### Clock wires, drivers and flops, run 1

(3 px per um)
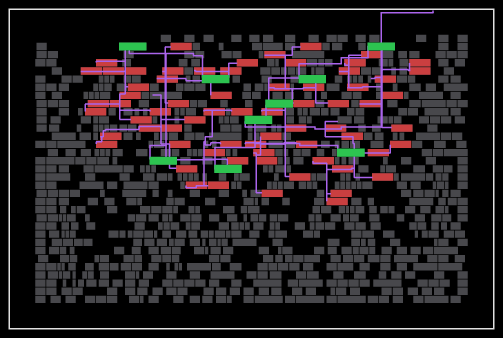
### Placed cells, one colour a class, run 1

(1.5 px per um)
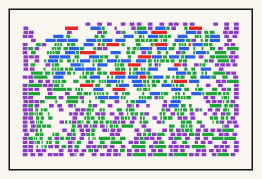
### The metal 3 layer, run 1

(2 px per um)
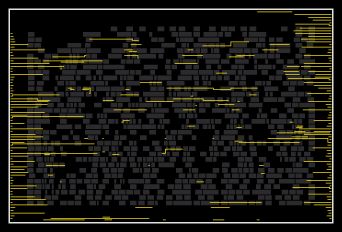
[src/rtl/mux_nto1_pipe_pkg.sv]
// Shared constants, skid-buffer state encoding and select-width helper for mux_nto1_pipe.
package mux_pkg;

    localparam int MUX_DEF_WIDTH = 32;
    localparam int MUX_MAX_N     = 64;

    typedef enum logic [1:0] {
        EMPTY = 2'b00,
        ONE   = 2'b01,
        TWO   = 2'b10
    } skid_state_e;

    function automatic int sel_width(input int n);
        return (n <= 2) ? 1 : $clog2(n);
    endfunction

endpackage

[src/rtl/mux_nto1_pipe_if.sv]
// Request/response bundle for mux_nto1_pipe; err only exists when MUX_SEL_CHECK_EN is defined.
interface mux_nto1_pipe_if import mux_pkg::*; #(
    parameter int WIDTH = MUX_DEF_WIDTH,
    parameter int N     = 8
);
    localparam int SEL_W = sel_width(N);

    logic [N*WIDTH-1:0] i_bus;
    logic [SEL_W-1:0]   sel;
    logic               sel_valid;
    logic               in_ready;
    logic [WIDTH-1:0]   y;
    logic               y_valid;
    logic               y_ready;
`ifdef MUX_SEL_CHECK_EN
    logic               err;

    modport master (output i_bus, sel, sel_valid, y_ready,
                    input  in_ready, y, y_valid, err);
    modport slave  (input  i_bus, sel, sel_valid, y_ready,
                    output in_ready, y, y_valid, err);
`else
    modport master (output i_bus, sel, sel_valid, y_ready,
                    input  in_ready, y, y_valid);
    modport slave  (input  i_bus, sel, sel_valid, y_ready,
                    output in_ready, y, y_valid);
`endif

endinterface

[src/rtl/mux_skid_buf.sv]
// Two-entry skid buffer: main register drives the output, skid absorbs one word of back-pressure.
module mux_skid_buf import mux_pkg::*; #(
    parameter int WIDTH = MUX_DEF_WIDTH
) (
    input  logic             clk,
    input  logic             rst,
    input  logic             push_valid,
    input  logic [WIDTH-1:0] push_data,
    output logic             push_ready,
    output logic             pop_valid,
    output logic [WIDTH-1:0] pop_data,
    input  logic             pop_ready
);

    skid_state_e      state;
    logic [WIDTH-1:0] main_q, skid_q;
    logic             push, pop;

    assign push = push_valid & push_ready;
    assign pop  = pop_valid & pop_ready;

    // Valid/ready are kept as their own flops so neither output is decoded from state.
    always_ff @(posedge clk) begin
        if (rst) begin
            state      <= EMPTY;
            main_q     <= '0;
            skid_q     <= '0;
            pop_valid  <= 1'b0;
            push_ready <= 1'b1;
        end else begin
            case (state)
                EMPTY: if (push) begin
                    main_q    <= push_data;
                    state     <= ONE;
                    pop_valid <= 1'b1;
                end
                ONE: begin
                    if (push && pop) begin
                        main_q <= push_data;
                    end else if (push) begin
                        skid_q     <= push_data;
                        state      <= TWO;
                        push_ready <= 1'b0;
                    end else if (pop) begin
                        state     <= EMPTY;
                        pop_valid <= 1'b0;
                    end
                end
                TWO: if (pop) begin
                    main_q     <= skid_q;
                    state      <= ONE;
                    push_ready <= 1'b1;
                end
                default: begin
                    state      <= EMPTY;
                    pop_valid  <= 1'b0;
                    push_ready <= 1'b1;
                end
            endcase
        end
    end

    assign pop_data = main_q;

endmodule

[src/rtl/mux_nto1_pipe.sv]
// N:1 word selector feeding a skid-buffered output; MUX_SEL_CHECK_EN adds a sticky out-of-range flag.
module mux_nto1_pipe import mux_pkg::*; #(
    parameter int WIDTH = MUX_DEF_WIDTH,
    parameter int N     = 8,
    parameter int SEL_W = sel_width(N)
) (
    input logic           clk,
    input logic           rst,
    mux_nto1_pipe_if.slave bus
);

    if (N < 2 || N > MUX_MAX_N) begin : g_bad_n
        $error("mux_nto1_pipe: N out of range");
    end

    logic [WIDTH-1:0] word;
    logic             push_ready;

    // An out-of-range select matches no input and falls through to the default word.
    always_comb begin
`ifdef MUX_SEL_CHECK_EN
        word = '0;
`else
        word = bus.i_bus[WIDTH-1:0];
`endif
        for (int k = 0; k < N; k++) begin
            if (bus.sel == SEL_W'(k)) word = bus.i_bus[k*WIDTH +: WIDTH];
        end
    end

`ifdef MUX_SEL_CHECK_EN
    logic sel_oob;
    logic err_q;

    assign sel_oob = (32'(bus.sel) >= N);

    always_ff @(posedge clk) begin
        if (rst)                                      err_q <= 1'b0;
        else if (bus.sel_valid && push_ready && sel_oob) err_q <= 1'b1;
    end

    assign bus.err = err_q;
`endif

    mux_skid_buf #(.WIDTH(WIDTH)) u_skid (
        .clk        (clk),
        .rst        (rst),
        .push_valid (bus.sel_valid),
        .push_data  (word),
        .push_ready (push_ready),
        .pop_valid  (bus.y_valid),
        .pop_data   (bus.y),
        .pop_ready  (bus.y_ready)
    );

    assign bus.in_ready = push_ready;

endmodule

[src/flat_wrapper.sv]
// flat-port wrapper written by rule: the top's interface ports become plain ports
module mux_nto1_pipe_flat import mux_pkg::*;
#(
    parameter int WIDTH = MUX_DEF_WIDTH,
    parameter int N     = 8,
    parameter int SEL_W = sel_width(N)
)
  (clk, rst, bus_i_bus, bus_sel, bus_sel_valid, bus_y_ready, bus_in_ready, bus_y, bus_y_valid);
  mux_nto1_pipe_if #(.WIDTH(WIDTH), .N(N)) bus_i ();
  input logic clk;
  input logic rst;
  input wire logic [$bits(bus_i.i_bus)-1:0] bus_i_bus;
  input wire logic [$bits(bus_i.sel)-1:0] bus_sel;
  input wire logic [$bits(bus_i.sel_valid)-1:0] bus_sel_valid;
  input wire logic [$bits(bus_i.y_ready)-1:0] bus_y_ready;
  output wire logic [$bits(bus_i.in_ready)-1:0] bus_in_ready;
  output wire logic [$bits(bus_i.y)-1:0] bus_y;
  output wire logic [$bits(bus_i.y_valid)-1:0] bus_y_valid;
  assign bus_i.i_bus = bus_i_bus;
  assign bus_i.sel = bus_sel;
  assign bus_i.sel_valid = bus_sel_valid;
  assign bus_i.y_ready = bus_y_ready;
  assign bus_in_ready = bus_i.in_ready;
  assign bus_y = bus_i.y;
  assign bus_y_valid = bus_i.y_valid;
  mux_nto1_pipe #(.WIDTH(WIDTH), .N(N), .SEL_W(SEL_W)) u_core (.clk(clk), .rst(rst), .bus(bus_i));
endmodule
[config.mk]
export PLATFORM = sky130hd
export DESIGN_NAME = mux_nto1_pipe_flat
export DESIGN_NICKNAME = d
export VERILOG_FILES = /design/src/rtl/mux_nto1_pipe_pkg.sv /design/src/rtl/mux_nto1_pipe_if.sv /design/src/rtl/mux_skid_buf.sv /design/src/rtl/mux_nto1_pipe.sv /design/src/flat_wrapper.sv
export SDC_FILE = /design/constraint.sdc
export NUM_CORES = 1
export LEC_CHECK = 0
export CORE_AREA = 8 8 153 98
export DETAILED_ROUTE_END_ITERATION = 12
export DIE_AREA = 0 0 161 106
export GPL_ROUTABILITY_DRIVEN = 1
export PLACE_DENSITY_LB_ADDON = 0.08
export RECOVER_POWER = 50
export SYNTH_ARGS = -nofsm -noshare
export SYNTH_HDL_FRONTEND = slang
export SYNTH_HIERARCHICAL = 1
export SYNTH_SLANG_ARGS = --single-unit
[constraint.sdc]
create_clock -name clk -period 4.4 [get_ports clk]
set_clock_uncertainty 0.1 [all_clocks]
set_input_delay 0.66 -clock clk [delete_from_list [all_inputs] [get_ports clk]]
set_output_delay 0.66 -clock clk [all_outputs]
set_load 0.01 [all_outputs]
==> run summary, run 1 <==
flow finished, numbers: Switching Power approximately 0.87 mW, uppermost layer routed met4, WP buf/inv 1, yosys cell count 573, R2R setup slack approximately 1.7 ns, reg2reg end u_core/u_skid/pop_data[3], Slew Limit Fails 0, Post-synth ARST share 0%, Post-route DRC 0, Largest area class, layout logic gates, wire per inst around 22 um, Placed Area about 8000 um2, Synth Warn # 6, MaxCap Viol Count 0, Fillers 1,028, syn_area_per_cell ~9.3 um2, arrival time at the worst endpoint between 3 and 4 ns, M1 WL slightly below 9000 um, clock root buffer clkbuf_16, # clock sinks around 70, Finished Cell Area approximately 8500 um2, iteration-0 DRC count of the detailed router 439, pre-CTS worst setup slack between 1 and 1.5 ns, Util after Layout between 60% and 70%, min-delay worst type flip-flop to flip-flop, met2 WL post-DR around 11,000 um, Top cell excl fill/tap clkdlybuf4s50_1, min Tclk post-route between 3 and 4 ns, min-delay src u_core/u_skid/skid_q[3], # clk buffers 12, largest cells by area after synthesis dfxtp_1, mux2i_1, mux4_2, a2111oi_0, a211oi_1, Reg power frac 29.0%, Internal between 1.5 and 2 mW, Hold Crit Endpoint u_core/u_skid/skid_q[3], Ports slightly below 300, Slew @ Worst Pin between 1 and 1.5 ns, Cell Pwr Density between 300 and 400 nW/um2, most frequent cells after synthesis dfxtp_1, mux2i_1, o21ai_0, main logic family after synthesis AND-OR/OR-AND gates, hold path depth 2, status finished clean, Clk pin slew, worst setup/hold paths about 0.05 ns, R2R cell count 3, Crit path depth 4, P_leak approximately 3.3 nW, met3 wire length approximately 1800 um, total CTS buffers 9, VDD IR max slightly above 0.2 mV, vias in the first global route around 6,200, r2r startpoint u_core/u_skid/state[1], met1 GRT Util between 20% and 30%, via-per-instance ratio roughly 6, n_diodes 0, CTS tree done, Worst setup startpoint bus_y_ready, Die ar. approximately 17,000 um2, CTS Buffer Depth 2, final hold vios 0, DIE WIDTH between 150 and 200 um, global placement routability congestion around 0.85, post-synthesis simple-gate area fraction under 10%, XOR Share, Synth 0%, Port Buf Inserts 296, die y size 106 um, Pre-Place Util between 40 and 50%, switching part of the total a little under a third, crit path capture u_core/u_skid/pop_data[3], Layout Cells excl Fill 996, largest net degree at the start of global routing around 52, Layout area overhead 60.28%, Plain + repair buffers slightly above 300, crit-path cells dlygate4sd3_1 > and2_0 > a211o_1 > a211oi_1, sequential cell count 68, hold_ws around 0.38 ns, mux share about 28%, Comb pwr share roughly 40%, logic share of the area between 40% and 50%, share of post-route cells with drive strength above 1 about a tenth, Critical Path Fanout Max 32, crit path kind primary input to flip-flop, global routing's busiest layer met2, TritonRoute pass-1 iters 5, Netlist cell types about 46, critical path data required time 4.44 ns, Tot Pwr ~2.7 mW, Clock power frac 30.8%, FMAX between 300 and 400 MHz, crit path launch type primary input, Slew headroom between 10% and 20%, Non-Clock Buffer Area Fraction 35.35%, Netlist Area Pre-Place 5324 um2, first-pass GRT wire length approximately 35,000 um, Adder Area Share 0%, hold buffer count at CTS 0, Tcrit/Tclk final between 70 and 80%, Commonest flop dfxtp_1, aoi share between 20% and 30%, storage element area ~1400 um2, top-count cell post-synth dfxtp_1, Top Layout Cells clkdlybuf4s50_1, dfxtp_1, o21ai_0, mux2i_1, total setup buffers inserted after CTS 0, Setup crit end kind flip-flop, Detail Route Antenna Nets 0, Synth Instances 573, Yosys chip area approximately 5300 um2, largest power group combinational cells, met2 Track Usage GR a little under half, nets approximately 1,100, H-Tree Depth 3, Post-Place Cells 980, area of the core approximately 13,000 um2, grt ovf 0, register share after synthesis around 26%, Post-DP HPWL approximately 17,000 um, Final WS setup 1.192 ns, initial antenna violation count 0, Post-synth EDFFs 0, CP max stage cell a211o_1, unrepaired setup endpoints after global routing false, Final setup violation count 0, floorplan net count about 840, Area leader share 25.57%, Total Routing Usage GR ~25%, Inverters 21, P_seq approximately 0.80 mW, OpenROAD warnings 26, Power Combinational 1.10 mW, CP delay by family, top AND-OR/OR-AND gates, total negative slack 0 ns, tapcell count ~180, Yosys reg bits a little under 70, cts repair resizes 0, MI comb cells roughly 400, Synth area leader dfxtp_1, CP peak stage delay 1.02 ns, logic area 3506 um2, Clock Network Area Fraction under 10%
-- 'Clock wires, drivers and flops' (at the start) --
- purple: clock wires (length 916 um)
- green: cells driving clock nets (count 9)
- red: flip-flops (count 68)
- routed clock nets: 10
P_clk: 0.844 mW
clk_lat worst skew: 0.33 ns

-- 'Placed cells, one colour a class' (at the start) --
- red: clock drivers and dummy loads (cells 16)
- blue: flip-flops (cells 68)
- purple: other buffers and delay cells (cells 306)
- green: all other logic (cells 431)
# rows: 33
Seq area share: 15.95%

-- 'The metal 3 layer' (at the start) --
- wire length on this layer: 1,790 um
- share of all routed wire: 8.0%
- nets with wire on the layer: 194
- longest straight run: 49.0 um
- main direction: horizontal
vias: 5,899
Routed WL: 22,400 um
met3 Use GR: 8.723%

==> run 1 -> run 2 <==
--- a/config.mk
+++ b/config.mk
@@ -5,9 +5,9 @@
 export SDC_FILE = /design/constraint.sdc
 export NUM_CORES = 1
 export LEC_CHECK = 0
-export CORE_AREA = 8 8 153 98
+export CORE_AREA = 8 8 166 106
 export DETAILED_ROUTE_END_ITERATION = 12
-export DIE_AREA = 0 0 161 106
+export DIE_AREA = 0 0 174 114
 export GPL_ROUTABILITY_DRIVEN = 1
 export PLACE_DENSITY_LB_ADDON = 0.08
 export RECOVER_POWER = 50
==> constraint.sdc (replaced) <==
create_clock -name clk -period 2.6 [get_ports clk]
set_clock_uncertainty 0.1 [all_clocks]
set_input_delay 0.39 -clock clk [delete_from_list [all_inputs] [get_ports clk]]
set_output_delay 0.39 -clock clk [all_outputs]
set_load 0.01 [all_outputs]
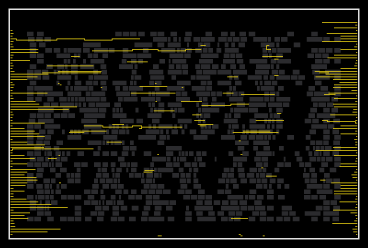
*The metal 3 layer, run 2*
(2 px per um)
- main direction: horizontal
- wire length on this layer: 1,660 um
- longest straight run: 40.5 um
- share of all routed wire: 7.2%
Routed WL: 23,020 um
vias: 5,904

==> run 2 against run 1 <==
Against the previous run:
- area after synthesis unchanged
- via count barely moved
- critical path depth up 1
- design area up 2.6%
- combinational power rose by 75%
- routed wire length increased by 2.8%
- final cell count up 4.5%
- non-clock buffer count increased by 17
- sequential cell count unchanged
- sequential share of layout area decreased by 0.41 points
- utilization fell by 7.4 points
- clock power grew 47%
- largest power group unchanged
==> run summary, run 2 <==
flow finished, numbers: status finished clean (unchanged), P_clk 1.24 mW (was 0.844 mW), grt ovf 0 (unchanged), DIE WIDTH 174 um (was 161 um), pre-CTS worst setup slack 0.1375 ns (was 1.432 ns), min Tclk post-route roughly 2.3 ns, H-Tree Depth 3 (unchanged), total CTS buffers 9 (unchanged), largest cells by area after synthesis dfxtp_1, mux2i_1, mux4_2, a2111oi_0, a211oi_1 (unchanged), switching part of the total 33.04% (was 31.68%), Tcrit/Tclk final between 80 and 90%, WP buf/inv 2 (was 1), mux share 27.99% (unchanged), MaxCap Viol Count 0 (unchanged), unrepaired setup endpoints after global routing false (unchanged), min-delay worst type flip-flop to flip-flop (unchanged), initial antenna violation count 0 (unchanged), global routing's busiest layer met2 (unchanged), Plain + repair buffers 323 (was 306), Placed Area 8457 um2 (was 8194 um2), sequential cell count 68 (unchanged), r2r startpoint u_core/u_skid/state[1] (unchanged), # clk buffers 11 (was 12), R2R cell count 3 (unchanged), vias in the first global route 6,259 (was 6,215), largest power group combinational cells (unchanged), most frequent cells after synthesis dfxtp_1, mux2i_1, o21ai_0 (unchanged), Post-route DRC 0 (unchanged), clk_lat worst skew 0.33 ns (about the same), Largest area class, layout logic gates (unchanged), logic share of the area 40.14% (was 41.09%), Netlist Area Pre-Place 5324 um2 (unchanged), tapcell count 203 (was 175), Reg power frac 29.9% (was 29.0%), Commonest flop dfxtp_1 (unchanged), Slew Limit Fails 0 (unchanged), crit-path cells dlygate4sd3_1 > clkbuf_1 > a21bo_1 > o21ai_0 > a21oi_1 (was dlygate4sd3_1 > and2_0 > a211o_1 > a211oi_1), top-count cell post-synth dfxtp_1 (unchanged), register share after synthesis 25.57% (unchanged), total negative slack 0 ns (unchanged), total setup buffers inserted after CTS 0 (unchanged), OpenROAD warnings 26 (unchanged), Layout Cells excl Fill 1,041 (was 996), CP peak stage delay 0.85 ns (was 1.02 ns), Layout area overhead 64.47% (was 60.28%), Post-synth EDFFs 0 (unchanged), P_leak 3.438 nW (was 3.339 nW), floorplan net count 836 (unchanged), Non-Clock Buffer Area Fraction 37.05% (was 35.35%), first-pass GRT wire length 35,880 um (was 34,550 um), logic area 3515 um2 (was 3506 um2), Netlist cell types 46 (unchanged), wire per inst 22.11 um (was 22.49 um), Hold Crit Endpoint u_core/u_skid/skid_q[14] (was u_core/u_skid/skid_q[3]), final hold vios 0 (unchanged), met3 wire length 1656 um (was 1790 um), R2R setup slack 0.53 ns (was 1.70 ns), Detail Route Antenna Nets 0 (unchanged), P_seq 1.35 mW (was 0.795 mW), via-per-instance ratio 5.671 (was 5.923), crit path kind primary input to flip-flop (unchanged), Post-Place Cells 1,025 (was 980), Ports 297 (unchanged), main logic family after synthesis AND-OR/OR-AND gates (unchanged), uppermost layer routed met4 (unchanged), nets 1,096 (was 1,079), VDD IR max 0.3279 mV (was 0.2056 mV), Pre-Place Util 35.55% (was 41.06%), crit path capture u_core/u_skid/skid_q[27] (was u_core/u_skid/pop_data[3]), TritonRoute pass-1 iters 5 (unchanged), Slew headroom 29.49% (was 14.60%), area of the core 14,980 um2 (was 12,960 um2), met2 Track Usage GR 41.08% (was 45.37%), Setup crit end kind flip-flop (unchanged), Util after Layout 58.46% (was 65.82%), XOR Share, Synth 0% (unchanged), syn_area_per_cell 9.291 um2 (unchanged), die y size 114 um (was 106 um)
==> run 2 -> run 3 <==
--- a/config.mk
+++ b/config.mk
@@ -5,13 +5,13 @@
 export SDC_FILE = /design/constraint.sdc
 export NUM_CORES = 1
 export LEC_CHECK = 0
-export CORE_AREA = 8 8 166 106
+export CORE_AREA = 8 8 176 111
 export DETAILED_ROUTE_END_ITERATION = 12
-export DIE_AREA = 0 0 174 114
+export DIE_AREA = 0 0 184 119
 export GPL_ROUTABILITY_DRIVEN = 1
 export PLACE_DENSITY_LB_ADDON = 0.08
 export RECOVER_POWER = 50
+export REMOVE_ABC_BUFFERS = 1
 export SYNTH_ARGS = -nofsm -noshare
 export SYNTH_HDL_FRONTEND = slang
-export SYNTH_HIERARCHICAL = 1
 export SYNTH_SLANG_ARGS = --single-unit
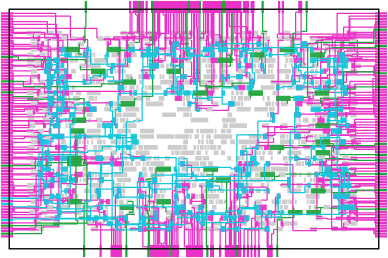
*Port wiring, run 3*
(2 px per um)
- magenta: bus_i_bus (bits 256; direction input; edge 74 left, 73 right, 59 top, 50 bottom; end cells 311; buffers 256; wire 8,220 um)
- green: bus_y (bits 32; direction output; edge 10 right, 9 top, 7 bottom, 6 left; end cells 32; buffers 32; wire 1,430 um)
- cyan: bus_sel (bits 3; direction input; edge left; end cells 268; buffers 15; wire 3,280 um)
Port Buf Inserts: 296
Ports: 297

==> run 3 against run 2 <==
Against the previous run:
- hold slack worse by 0.023 ns
- combinational power is 7% lower
- sequential share of layout area is 1.8 points lower
- design area is 13% higher
- sequential power is 4% lower
- largest cell class unchanged
- final cell count is 37% higher
- via count is 37% higher
- routed wire length is 26% higher
- sequential cell count stayed put
- largest power group unchanged
- power is 4.6% lower
==> run summary, run 3 <==
flow finished, numbers: Plain + repair buffers 339 (was 323), M1 WL 12,870 um (was 9505 um), reg2reg end u_core.u_skid.pop_data[15] (was u_core/u_skid/pop_data[27]), Layout area overhead 56.76% (was 64.47%), Critical Path Fanout Max 48 (was 33), hold path depth 2 (unchanged), grt ovf 0 (unchanged), Cell Pwr Density 435.3 nW/um2 (was 515.6 nW/um2), Util after Layout 58.69% (was 58.46%), Worst setup startpoint bus_sel[0] (was bus_y_ready), R2R cell count 5 (was 3), Inverters 83 (was 21), Post-synth EDFFs 0 (unchanged), iteration-0 DRC count of the detailed router 824 (was 338), Synth Instances 930 (was 573), Detail Route Antenna Nets 0 (unchanged), TritonRoute pass-1 iters 7 (was 5), logic area 4225 um2 (was 3515 um2), Crit path depth 8 (was 5), sequential cell count 68 (unchanged), final hold vios 0 (unchanged), WP buf/inv 3 (was 2), Final WS setup 0.3813 ns (was 0.3111 ns), min Tclk post-route 2.219 ns (was 2.289 ns), # rows 37 (was 35), Adder Area Share 0% (unchanged), crit path capture u_core.u_skid.pop_data[22] (was u_core/u_skid/skid_q[27]), Clk pin slew, worst setup/hold paths 0.06 ns (about the same), global placement routability congestion 0.8733 (was 1.020), MaxCap Viol Count 0 (unchanged), Die ar. 21,900 um2 (was 19,840 um2), storage element area 1361 um2 (unchanged), H-Tree Depth 3 (unchanged), main logic family after synthesis AND-OR/OR-AND gates (unchanged), mux share 0.8727% (was 27.99%), largest cells by area after synthesis dfxtp_1, o21ai_0, nand2_1, inv_1, a311oi_1 (was dfxtp_1, mux2i_1, mux4_2, a2111oi_0, a211oi_1), syn_area_per_cell 6.783 um2 (was 9.291 um2), Slew @ Worst Pin 0.5455 ns (was 1.058 ns), Slew Limit Fails 0 (unchanged), Top Layout Cells clkdlybuf4s50_1, nand2_1, o21ai_0, inv_1, dfxtp_1 (was clkdlybuf4s50_1, dfxtp_1, o21ai_0, mux2i_1), CP peak stage delay 0.52 ns (was 0.85 ns), die y size 119 um (was 114 um), met3 Use GR 6.648% (was 7.093%), critical path data required time 2.71 ns (was 2.76 ns), first-pass GRT wire length 45,330 um (was 35,880 um), Placed Area 9619 um2 (was 8457 um2), global routing's busiest layer met2 (unchanged), Reg power frac 30.0% (was 29.9%), most frequent cells after synthesis nand2_1, o21ai_0, inv_1, dfxtp_1, nor2_1 (was dfxtp_1, mux2i_1, o21ai_0), MI comb cells 684 (was 410), Largest area class, layout logic gates (unchanged), CTS Buffer Depth 2 (unchanged), Switching Power 1.418 mW (was 1.492 mW), P_leak 4.167 nW (was 3.438 nW), post-synthesis simple-gate area fraction 24.32% (was 8.108%), Seq area share 13.77% (was 15.55%), Top cell excl fill/tap clkdlybuf4s50_1 (unchanged), Tot Pwr 4.305 mW (was 4.515 mW), Synth Warn # 0 (was 6), Routed WL 28,890 um (was 23,020 um), share of post-route cells with drive strength above 1 6.807% (was 11.46%), Final setup violation count 0 (unchanged), met3 wire length 2982 um (was 1656 um), Clock power frac 28.3% (was 27.4%), met1 GRT Util 35.02% (was 26.00%), largest net degree at the start of global routing 62 (was 46), tapcell count 234 (was 203), cts repair resizes 0 (unchanged), R2R setup slack 0.61 ns (was 0.53 ns), min-delay worst type flip-flop to flip-flop (unchanged), switching part of the total 32.93% (was 33.04%), met2 Track Usage GR 39.35% (was 41.08%), crit-path cells buf_6 > clkbuf_4 > buf_4 > nand2b_1 > a21boi_0 > o211ai_1 > a211oi_1 > o31ai_1 (was dlygate4sd3_1 > clkbuf_1 > a21bo_1 > o21ai_0 > a21oi_1), hold buffer count at CTS 0 (unchanged), Post-route DRC 0 (unchanged), clk_lat worst skew 0.33 ns (about the same), met2 WL post-DR 12,650 um (was 11,540 um), Netlist cell types 44 (was 46), wire per inst 20.28 um (was 22.11 um), min-delay src u_core.u_skid.pop_data[21] (was u_core/u_skid/skid_q[14]), Post-Place Cells 1,408 (was 1,025), Commonest flop dfxtp_1 (unchanged), largest power group combinational cells (unchanged), total setup buffers inserted after CTS 0 (unchanged), Synth area leader dfxtp_1 (unchanged), Comb pwr share 41.7% (was 42.7%), logic share of the area 42.73% (was 40.14%), # clock sinks 68 (unchanged), arrival time at the worst endpoint 2.33 ns (was 2.44 ns), crit path kind primary input to flip-flop (unchanged), Non-Clock Buffer Area Fraction 34.49% (was 37.05%), top-count cell post-synth nand2_1 (was dfxtp_1), Slew headroom 63.64% (was 29.49%), clock root buffer clkbuf_16 (unchanged), OpenROAD warnings 25 (was 26), Yosys reg bits 68 (unchanged), vias 8,090 (was 5,904), area of the core 16,850 um2 (was 14,980 um2), r2r startpoint u_core.u_skid.state[0] (was u_core/u_skid/state[1]), hold_ws 0.3492 ns (was 0.3720 ns), Pre-Place Util 37.44% (was 35.55%), status finished clean (unchanged), Setup crit end kind flip-flop (unchanged), Hold Crit Endpoint u_core.u_skid.pop_data[21] (was u_core/u_skid/skid_q[14]), P_clk 1.22 mW (was 1.24 mW), Tcrit/Tclk final 85.33% (was 88.03%), Post-synth ARST share 0% (unchanged), P_seq 1.29 mW (was 1.35 mW), Netlist Area Pre-Place 6309 um2 (was 5324 um2), CP max stage cell clkbuf_4 (was a21bo_1), Clock Network Area Fraction 2.885% (was 3.458%), aoi share 41.23% (was 29.64%)

==> screenshots <==
The clock network.
picture 1
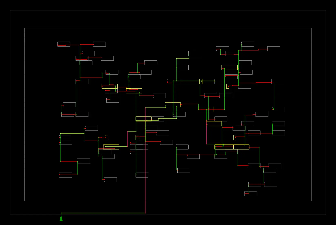
picture 2
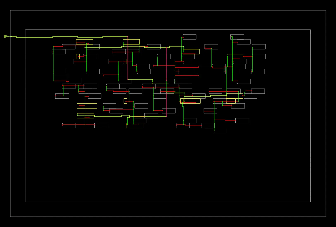
picture 3
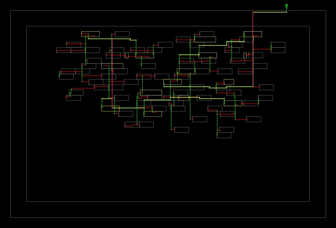
- run 3 = picture 1
- run 2 = picture 2
- run 1 = picture 3

Power and IR drop assume default switching activity.
